**config.mk**
```make
export PLATFORM = sky130hd
export DESIGN_NAME = hyper_trap_arb
export DESIGN_NICKNAME = d
export VERILOG_FILES = /design/src/rtl/hyper_pkg.sv /design/src/rtl/hyper_rr_pick.sv /design/src/rtl/hyper_trap_arb.sv
export SDC_FILE = /design/constraint.sdc
export NUM_CORES = 1
export LEC_CHECK = 0
export CAP_MARGIN = 0
export CORE_ASPECT_RATIO = 1.2
export CORE_MARGIN = 5
export CORE_UTILIZATION = 58
export CTS_CLUSTER_DIAMETER = 100
export CTS_CLUSTER_SIZE = 20
export DETAILED_ROUTE_END_ITERATION = 10
export PLACE_DENSITY_LB_ADDON = 0.2
export SYNTH_ARGS = -nofsm -noshare
export SYNTH_HDL_FRONTEND = slang
export SYNTH_SLANG_ARGS = --single-unit
```
**constraint.sdc**
```tcl
create_clock -name clk -period 4.28 [get_ports clk]
set_clock_uncertainty 0.1 [all_clocks]
set_input_delay 0.428 -clock clk [delete_from_list [all_inputs] [get_ports clk]]
set_output_delay 0.428 -clock clk [all_outputs]
set_load 0.02 [all_outputs]
```
**src/rtl/hyper_pkg.sv**
```systemverilog
// hyper_pkg: definitions shared by the trap arbiter and its round-robin picker.
//   state_e              - arbiter FSM state encoding
//   TRAP_PORT_W          - width of a trap port number
//   HW_PORT_BASE_DEFAULT - trap port used by hardware source 0 unless overridden
package hyper_pkg;

  typedef enum logic [1:0] {
    ST_IDLE     = 2'd0,
    ST_REQ      = 2'd1,
    ST_IN_HYPER = 2'd2,
    ST_HOLDOFF  = 2'd3
  } state_e;

  localparam int TRAP_PORT_W = 7;
  localparam logic [TRAP_PORT_W-1:0] HW_PORT_BASE_DEFAULT = 7'h40;

endpackage

```
**src/rtl/hyper_rr_pick.sv**
```systemverilog
// hyper_rr_pick: combinational round-robin picker.
//   req_i   [NUM_SRC] - request vector
//   start_i [IDX_W]   - index where the search begins (must be < NUM_SRC)
//   grant_o [IDX_W]   - first requesting index at or after start_i, wrapping
//   any_o             - at least one request present
module hyper_rr_pick #(
  parameter int NUM_SRC = 8,
  parameter int IDX_W   = 3
) (
  input  logic [NUM_SRC-1:0] req_i,
  input  logic [IDX_W-1:0]   start_i,
  output logic [IDX_W-1:0]   grant_o,
  output logic               any_o
);

  logic [2*NUM_SRC-1:0] dbl;
  logic [NUM_SRC-1:0]   rot;
  logic [IDX_W:0]       sum;

  always_comb begin
    // Rotate so that bit 0 of rot corresponds to start_i.
    dbl   = {req_i, req_i} >> start_i;
    rot   = dbl[NUM_SRC-1:0];
    any_o = |rot;
    sum   = '0;
    // Descending scan: the lowest rotated offset is written last and wins.
    for (int k = NUM_SRC - 1; k >= 0; k--) begin
      if (rot[k]) begin
        sum = {1'b0, start_i} + (IDX_W + 1)'(k);
      end
    end
    if (sum >= (IDX_W + 1)'(NUM_SRC)) begin
      sum = sum - (IDX_W + 1)'(NUM_SRC);
    end
    grant_o = sum[IDX_W-1:0];
  end

endmodule

```
**src/rtl/hyper_trap_arb.sv**
```systemverilog
// hyper_trap_arb: trap arbiter / sequencer in front of hyper_ctrl.
//   clk, reset_n        - clock, asynchronous active-low reset
//   trap_src, trap_mask - hardware trap events and per-source win masks
//   sw_trap_req/port    - software trap strobe and its port number
//   ready               - CPU bus ready, gates starting a new request
//   hyper_mode          - hypervisor-mode flag, used as acknowledge
//   trap_req, trap_port - single registered trap request and its port
//   trap_pending        - latched, not yet serviced hardware events
//   busy                - FSM not in IDLE
//   ack_timeout_err     - sticky: a request went unacknowledged too long
module hyper_trap_arb
  import hyper_pkg::*;
#(
  parameter int                     NUM_SRC      = 8,
  parameter logic [TRAP_PORT_W-1:0] HW_PORT_BASE = HW_PORT_BASE_DEFAULT,
  parameter int                     HOLDOFF      = 4,
  parameter int                     ACK_TIMEOUT  = 64
) (
  input  logic                   clk,
  input  logic                   reset_n,
  input  logic [NUM_SRC-1:0]     trap_src,
  input  logic [NUM_SRC-1:0]     trap_mask,
  input  logic                   sw_trap_req,
  input  logic [TRAP_PORT_W-2:0] sw_trap_port,
  input  logic                   ready,
  input  logic                   hyper_mode,
  output logic                   trap_req,
  output logic [TRAP_PORT_W-1:0] trap_port,
  output logic [NUM_SRC-1:0]     trap_pending,
  output logic                   busy,
  output logic                   ack_timeout_err
);

  localparam int IDX_W   = (NUM_SRC > 1) ? $clog2(NUM_SRC) : 1;
  localparam int CNT_MAX = (ACK_TIMEOUT > HOLDOFF) ? ACK_TIMEOUT : HOLDOFF;
  localparam int CNT_W   = (CNT_MAX > 1) ? $clog2(CNT_MAX + 1) : 1;
  localparam logic [CNT_W-1:0] HOLD_LOAD = CNT_W'(HOLDOFF);
  localparam logic [CNT_W-1:0] ACK_LAST  = CNT_W'(ACK_TIMEOUT - 1);

  state_e                   state_q, state_d;
  logic [NUM_SRC-1:0]       pending_q, pending_d, clr_vec;
  logic [IDX_W-1:0]         rr_q, rr_d;
  logic [IDX_W-1:0]         win_idx_q, win_idx_d;
  logic                     win_sw_q, win_sw_d;
  logic [CNT_W-1:0]         cnt_q, cnt_d;
  logic                     req_q, req_d;
  logic [TRAP_PORT_W-1:0]   port_q, port_d;
  logic                     err_q, err_d;

  logic [NUM_SRC-1:0]       elig;
  logic [IDX_W-1:0]         pick_idx;
  logic                     pick_any;

  assign elig = pending_q & ~trap_mask;

  hyper_rr_pick #(
    .NUM_SRC (NUM_SRC),
    .IDX_W   (IDX_W)
  ) u_pick (
    .req_i   (elig),
    .start_i (rr_q),
    .grant_o (pick_idx),
    .any_o   (pick_any)
  );

  always_comb begin
    state_d   = state_q;
    cnt_d     = cnt_q;
    req_d     = req_q;
    port_d    = port_q;
    win_sw_d  = win_sw_q;
    win_idx_d = win_idx_q;
    rr_d      = rr_q;
    err_d     = err_q;
    clr_vec   = '0;
    unique case (state_q)
      ST_IDLE: begin
        if (hyper_mode) begin
          // Hypervisor entered by some other path; stay out of the way.
          state_d = ST_IN_HYPER;
        end else if (ready && (sw_trap_req || pick_any)) begin
          req_d     = 1'b1;
          cnt_d     = '0;
          state_d   = ST_REQ;
          win_idx_d = pick_idx;
          if (sw_trap_req) begin
            win_sw_d = 1'b1;
            port_d   = {1'b0, sw_trap_port};
          end else begin
            win_sw_d = 1'b0;
            port_d   = HW_PORT_BASE + TRAP_PORT_W'(pick_idx);
          end
        end
      end
      ST_REQ: begin
        if (hyper_mode) begin
          req_d   = 1'b0;
          state_d = ST_IN_HYPER;
          if (!win_sw_q) begin
            clr_vec = NUM_SRC'(1) << win_idx_q;
            rr_d    = (win_idx_q == IDX_W'(NUM_SRC - 1)) ? '0 : win_idx_q + 1'b1;
          end
        end else if (cnt_q == ACK_LAST) begin
          // Drops exactly ACK_TIMEOUT cycles after the rise; pending kept.
          req_d   = 1'b0;
          err_d   = 1'b1;
          cnt_d   = HOLD_LOAD;
          state_d = ST_HOLDOFF;
        end else begin
          cnt_d = cnt_q + 1'b1;
        end
      end
      ST_IN_HYPER: begin
        if (!hyper_mode) begin
          if (HOLDOFF == 0) begin
            cnt_d   = '0;
            state_d = ST_IDLE;
          end else begin
            cnt_d   = HOLD_LOAD;
            state_d = ST_HOLDOFF;
          end
        end
      end
      ST_HOLDOFF: begin
        if (hyper_mode) begin
          cnt_d   = '0;
          state_d = ST_IN_HYPER;
        end else if (cnt_q <= 1) begin
          // Leaving on the edge that counts 1 -> 0 gives HOLDOFF+2 exit-to-request.
          cnt_d   = '0;
          state_d = ST_IDLE;
        end else begin
          cnt_d = cnt_q - 1'b1;
        end
      end
      default: state_d = ST_IDLE;
    endcase
    // A new event on the acknowledge cycle keeps the bit set.
    pending_d = (pending_q & ~clr_vec) | trap_src;
  end

  always_ff @(posedge clk or negedge reset_n) begin
    if (!reset_n) begin
      state_q   <= ST_IDLE;
      pending_q <= '0;
      rr_q      <= '0;
      win_idx_q <= '0;
      win_sw_q  <= 1'b0;
      cnt_q     <= '0;
      req_q     <= 1'b0;
      port_q    <= '0;
      err_q     <= 1'b0;
    end else begin
      state_q   <= state_d;
      pending_q <= pending_d;
      rr_q      <= rr_d;
      win_idx_q <= win_idx_d;
      win_sw_q  <= win_sw_d;
      cnt_q     <= cnt_d;
      req_q     <= req_d;
      port_q    <= port_d;
      err_q     <= err_d;
    end
  end

  assign trap_req        = req_q;
  assign trap_port       = port_q;
  assign trap_pending    = pending_q;
  assign busy            = (state_q != ST_IDLE);
  assign ack_timeout_err = err_q;

endmodule
```
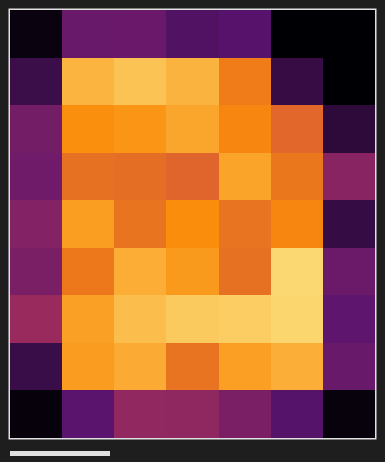
*Cell area per tile, run 1*
Scale bar: 20 µm. The die is cut into 7 by 9 equal tiles; black is low, pale yellow is high, 0 to 100% covered.
- nearly empty tiles: 6.3%
- emptiest ninth of the die: upper right
- tiles over 75% full: 33%
- densest ninth of the die: center

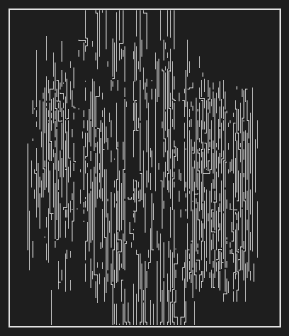
*Metal 2, run 1*
- wire length on this layer: 3900 µm
- nets with wire on the layer: 332

==> job_summary.md, run 1 <==
## PnR job results

| Metric | Value |
|---|---|
| Tightest Pin Transition | 1.068 ns |
| Minimum clock period | 3.156 ns |
| Post-synth top cells | 33 x dfrtp_1, 26 x nand2_1, 25 x nor2_1 |
| RSZ-0062 raised after global routing | no |
| Global placer's final weighted congestion | 0.8909 |
| Non-clock buffer share | approximately 14% |
| Kind of critical path | reg2reg |
| Die Width | around 73 µm |
| Clk pwr share | about an eighth |
| Clock transition at path regs | ~0.060 ns |
| Req. time, crit path | approximately 4.3 ns |
| First-pass GRT wire length | approximately 12000 µm |
| Flop pwr share | 30.4% |
| Ys async rst share | 100.0% |
| Buffers, non-clock | approximately 46 |
| Chip area | around 6200 µm² |
| Main area contributors | dfrtp_1 30%, mux4_2 5.7%, ha_1 5.0%, mux2i_1 3.6%, nand2_1 3.5% |
| Mi-comb count | 256 |
| Area share, top type | between 20% and 30% |
| Clock Latency Late Sink | between 0.2 and 0.3 ns |
| Clk cell area share | 2.624% |
| Count of library flops with an enable pin | 0 |
| Run status | completed |
| Final Cell Area | about 3300 µm² |
| N_diodes | 0 |
| Worst Hold Class | reg2reg |
| Buf/Inv on CP | 1 |
| Die H | approximately 86 µm |
| Non-Filler Instances | 417 |
| DRT antenna net count | 0 |
| CTS resizes | 0 |
| Setup crit end kind | flip-flop |
| Synthesized instance count | roughly 320 |
| FMAX | between 0.3 and 0.4 GHz |
| Yosys simple share | about a quarter |
| Layout area overhead | 19.44% |
| Most numerous logic cell after layout | clkdlybuf4s50_1 |
| Busiest grt layer | met2 |
| H-tree depth | 2 |
| Leakage power | around 1.3 nW |
| Yosys reg bits | 33 |
| Mapped Nets | 360 |
| Mux area share | a little over a tenth |
| Met1 WL | around 2900 µm |
| TAP cells | between 50 and 60 |
| Fraction of area in registers | 25.10% |
| Routing usage on met1 | 30.13% |
| Clock Path Buffers | 2 |
| Yosys aoi share | a little under a quarter |
| Pwr dens | ~580 nW/µm² |
| Inverters, non-clock | 17 |
| Clock buf count | 7 |
| Int Pwr | 1.031 mW |
| Worst EP arrival | between 3 and 4 ns |
| YS warnings | 0 |
| Final Hold Fails | 0 |
| Detailed Route Iter0 Violations | approximately 180 |
| Ys cells | approximately 320 |
| GRT Residual Overflow | 0 |
| Setup crit start kind | flip-flop |
| Relative slew slack | 28.79% |
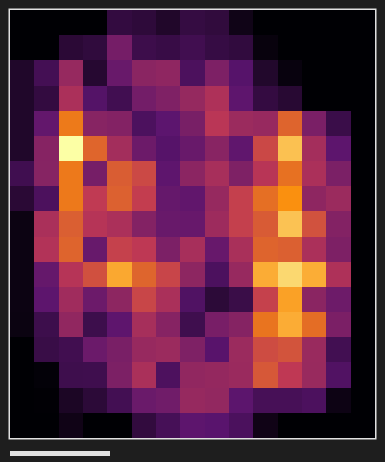
*Wiring heat map, run 1*
Scale bar: 20 µm. The die is cut into 15 by 17 equal tiles; black is low, pale yellow is high, scaled to the fullest tile. Values are wire area over tile area, all layers added.
- mean over tiles: 0.18
- emptiest ninth of the die: upper right
- nearly empty tiles: 18%
Routed WL per cell: 17.27 µm
Tot GR Track Use: 24.64%
DR vias: 2628
final wirelength: 7201 µm

run 1: final timing paths:
path / from / end / slack (ns) / cells after the start
min in group asynchronous: reset_n / trap_pending[7] / 0.45 / 2
max in group asynchronous: reset_n / trap_port[2] / 3.34 / 2
max reg2reg: rr_q[2] / win_idx_q[2] / 1.12 / 8
min: ack_timeout_err / ack_timeout_err / 0.39 / 2
max: rr_q[2] / win_idx_q[2] / 1.12 / 8
min reg2reg: ack_timeout_err / ack_timeout_err / 0.39 / 2
run 1: state kept, by name (all words and copies together), names as in the netlist:
| signal | count |
|---|---|
| state_q | 2 |
| ack_timeout_err | 1 |
| cnt_q | 7 |
| trap_pending | 8 |
| trap_req | 1 |
| trap_port | 7 |
| rr_q | 3 |
| win_idx_q | 3 |
| win_sw_q | 1 |
### Metal 1, run 1

Scale bar: 20 µm.
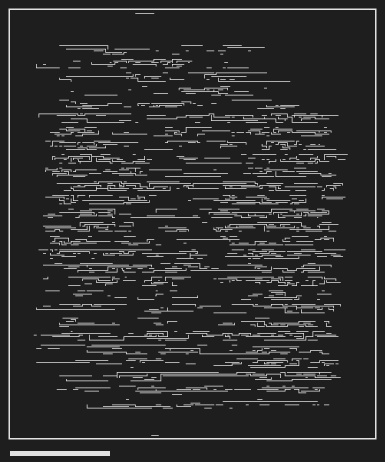

==> run 2: changes to the inputs <==
Settings changed: CORE_UTILIZATION 58 to 49.
Clock period 4.28 ns to 2.85 ns, I/O delays scaled along.
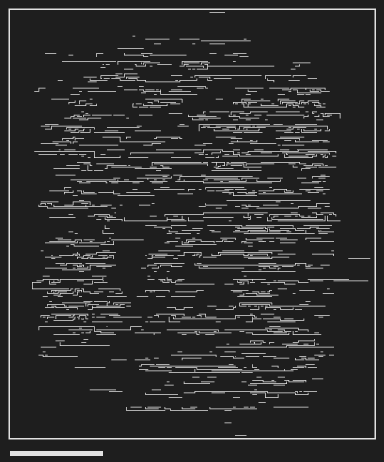
*Metal 1, run 2*
Scale bar: 20 µm.
- main direction: horizontal
- wire length on this layer: 3050 µm
- nets with wire on the layer: 400
- share of all routed wire: 39%
- longest straight run: 21.6 µm
DR vias: 2765
final wirelength: 7785 µm
routing usage on met1: 25.43%

==> job_summary.md, run 2 <==
## PnR job results

| Metric | Value |
|---|---|
| Most numerous logic cell after layout | buf_4 |
| Clk cell area share | 3.168% (+0.54 points) |
| Clock Path Buffers | 2 (unchanged) |
| Tot GR Track Use | 22.62% (-2.0 points) |
| Clock Latency Late Sink | 0.28 ns (about the same) |
| Global placer's final weighted congestion | 0.9359 (+5.1%) |
| Chip area | 7228 µm² (+16%) |
| Setup crit start kind | input pin |
| Mi-comb count | 256 (unchanged) |
| Non-Filler Instances | 468 (+12%) |
| Main area contributors | dfrtp_1 30%, mux4_2 5.7%, ha_1 5.0%, mux2i_1 3.6%, nand2_1 3.5% |
| Minimum clock period | around 2.7 ns |
| CTS resizes | 1 (+1) |
| Synthesized instance count | 322 (unchanged) |
| Final Cell Area | 3674 µm² (+12%) |
| Relative slew slack | 70.28% (+41 points) |
| RSZ-0062 raised after global routing | no |
| Die H | 92.14 µm (+7.8%) |
| TAP cells | 64 (+10%) |
| DRT antenna net count | 0 (unchanged) |
| Pwr dens | 867.3 nW/µm² (+49%) |
| Final Hold Fails | 0 (unchanged) |
| Non-clock buffer share | 21.49% (+7.7 points) |
| Crit. Startpoint | trap_mask[3] |
| WP depth | 10 (+2) |
| GRT Residual Overflow | 0 (unchanged) |
| Layout area overhead | 33.33% |
| Routed WL per cell | 16.63 µm (-3.7%) |
| Busiest grt layer | met2 |
| Setup crit end kind | flip-flop |
| Sw Share | between 40 and 50% |
| Inst Count DP | around 460 |
| Inverters, non-clock | 17 (unchanged) |
| Run status | completed |
| Worst vdd rail ir drop | between 0.5 and 0.6 mV |
| Buffers, non-clock | 90 (+96%) |
| Count of library flops with an enable pin | 0 (unchanged) |
| Kind of critical path | in2reg |
| Req. time, crit path | 2.96 ns (-1.38 ns) |
| FMAX | roughly 0.37 GHz |
| Worst Hold Class | in2async |
| Int Pwr | 1.800 mW (+75%) |
| Detailed Route Iter0 Violations | 208 (+16%) |
| R2R cell count | 9 (+1) |
| H-tree depth | 2 (unchanged) |
| Met1 WL | 3054 µm (+5.3%) |
| N_diodes | 0 (unchanged) |
| Tightest Pin Transition | 0.4396 ns (-0.6285 ns) |
| Clk pwr share | 14.2% (+2.1 points) |
| Largest register FFs | 8 (unchanged) |
| Clock buf count | 7 (unchanged) |
| Area share, top type | 29.97% (unchanged) |
| Yosys reg bits | 33 (unchanged) |
| Worst EP arrival | 2.79 ns (-0.43 ns) |
| Post-synth top cells | 33 x dfrtp_1, 26 x nand2_1, 25 x nor2_1 |
| Ys async rst share | 100.0% (unchanged) |
| Flop pwr share | 24.1% (-6.3 points) |
| Worst r2r src | trap_pending[5] |
| Buf/Inv on CP | 2 (+1) |
| Die Width | 78.45 µm (+7.6%) |
| Clock transition at path regs | 0.07 ns (about the same) |
| Fraction of area in registers | 22.51% (-2.6 points) |
| YS warnings | 0 (unchanged) |
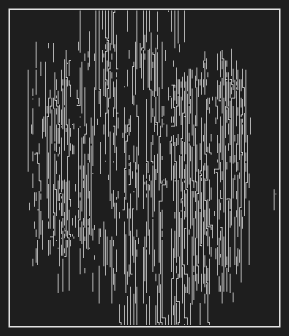
*Metal 2, run 2*
- nets with wire on the layer: 387
- wire length on this layer: 4310 µm
- longest straight run: 37.1 µm
- main direction: vertical
- share of all routed wire: 55%
met2 Usage GRT: 42.71%

-- run 2: cells by family (layout without fill, tap and decap cells) --
group                      Yosys count  in the layout  share of synthesized area [%]
AOI/OAI and AO/OA                   93             93                          22.62
buffers and inverters               33            115                          5.268
and+or+nand+nor                    126            126                          24.48
adders and majority gates           12             12                          5.359
xor gates and xnor gates             5              5                          1.589
DFF                                 33             33                          29.97
muxes                               20             20                          10.72
-- run 2: worst paths after layout --
path	endpoint	slack (ns)
hold / removal	trap_port[1]	0.30
setup / recovery	trap_port[2]	0.17
min in group clk	ack_timeout_err	0.38
setup reg to reg	win_idx_q[2]	0.18
hold reg to reg	ack_timeout_err	0.38
max in group asynchronous	rr_q[0]	2.02
No activity file was given, so power comes from the tool's default toggle rates.
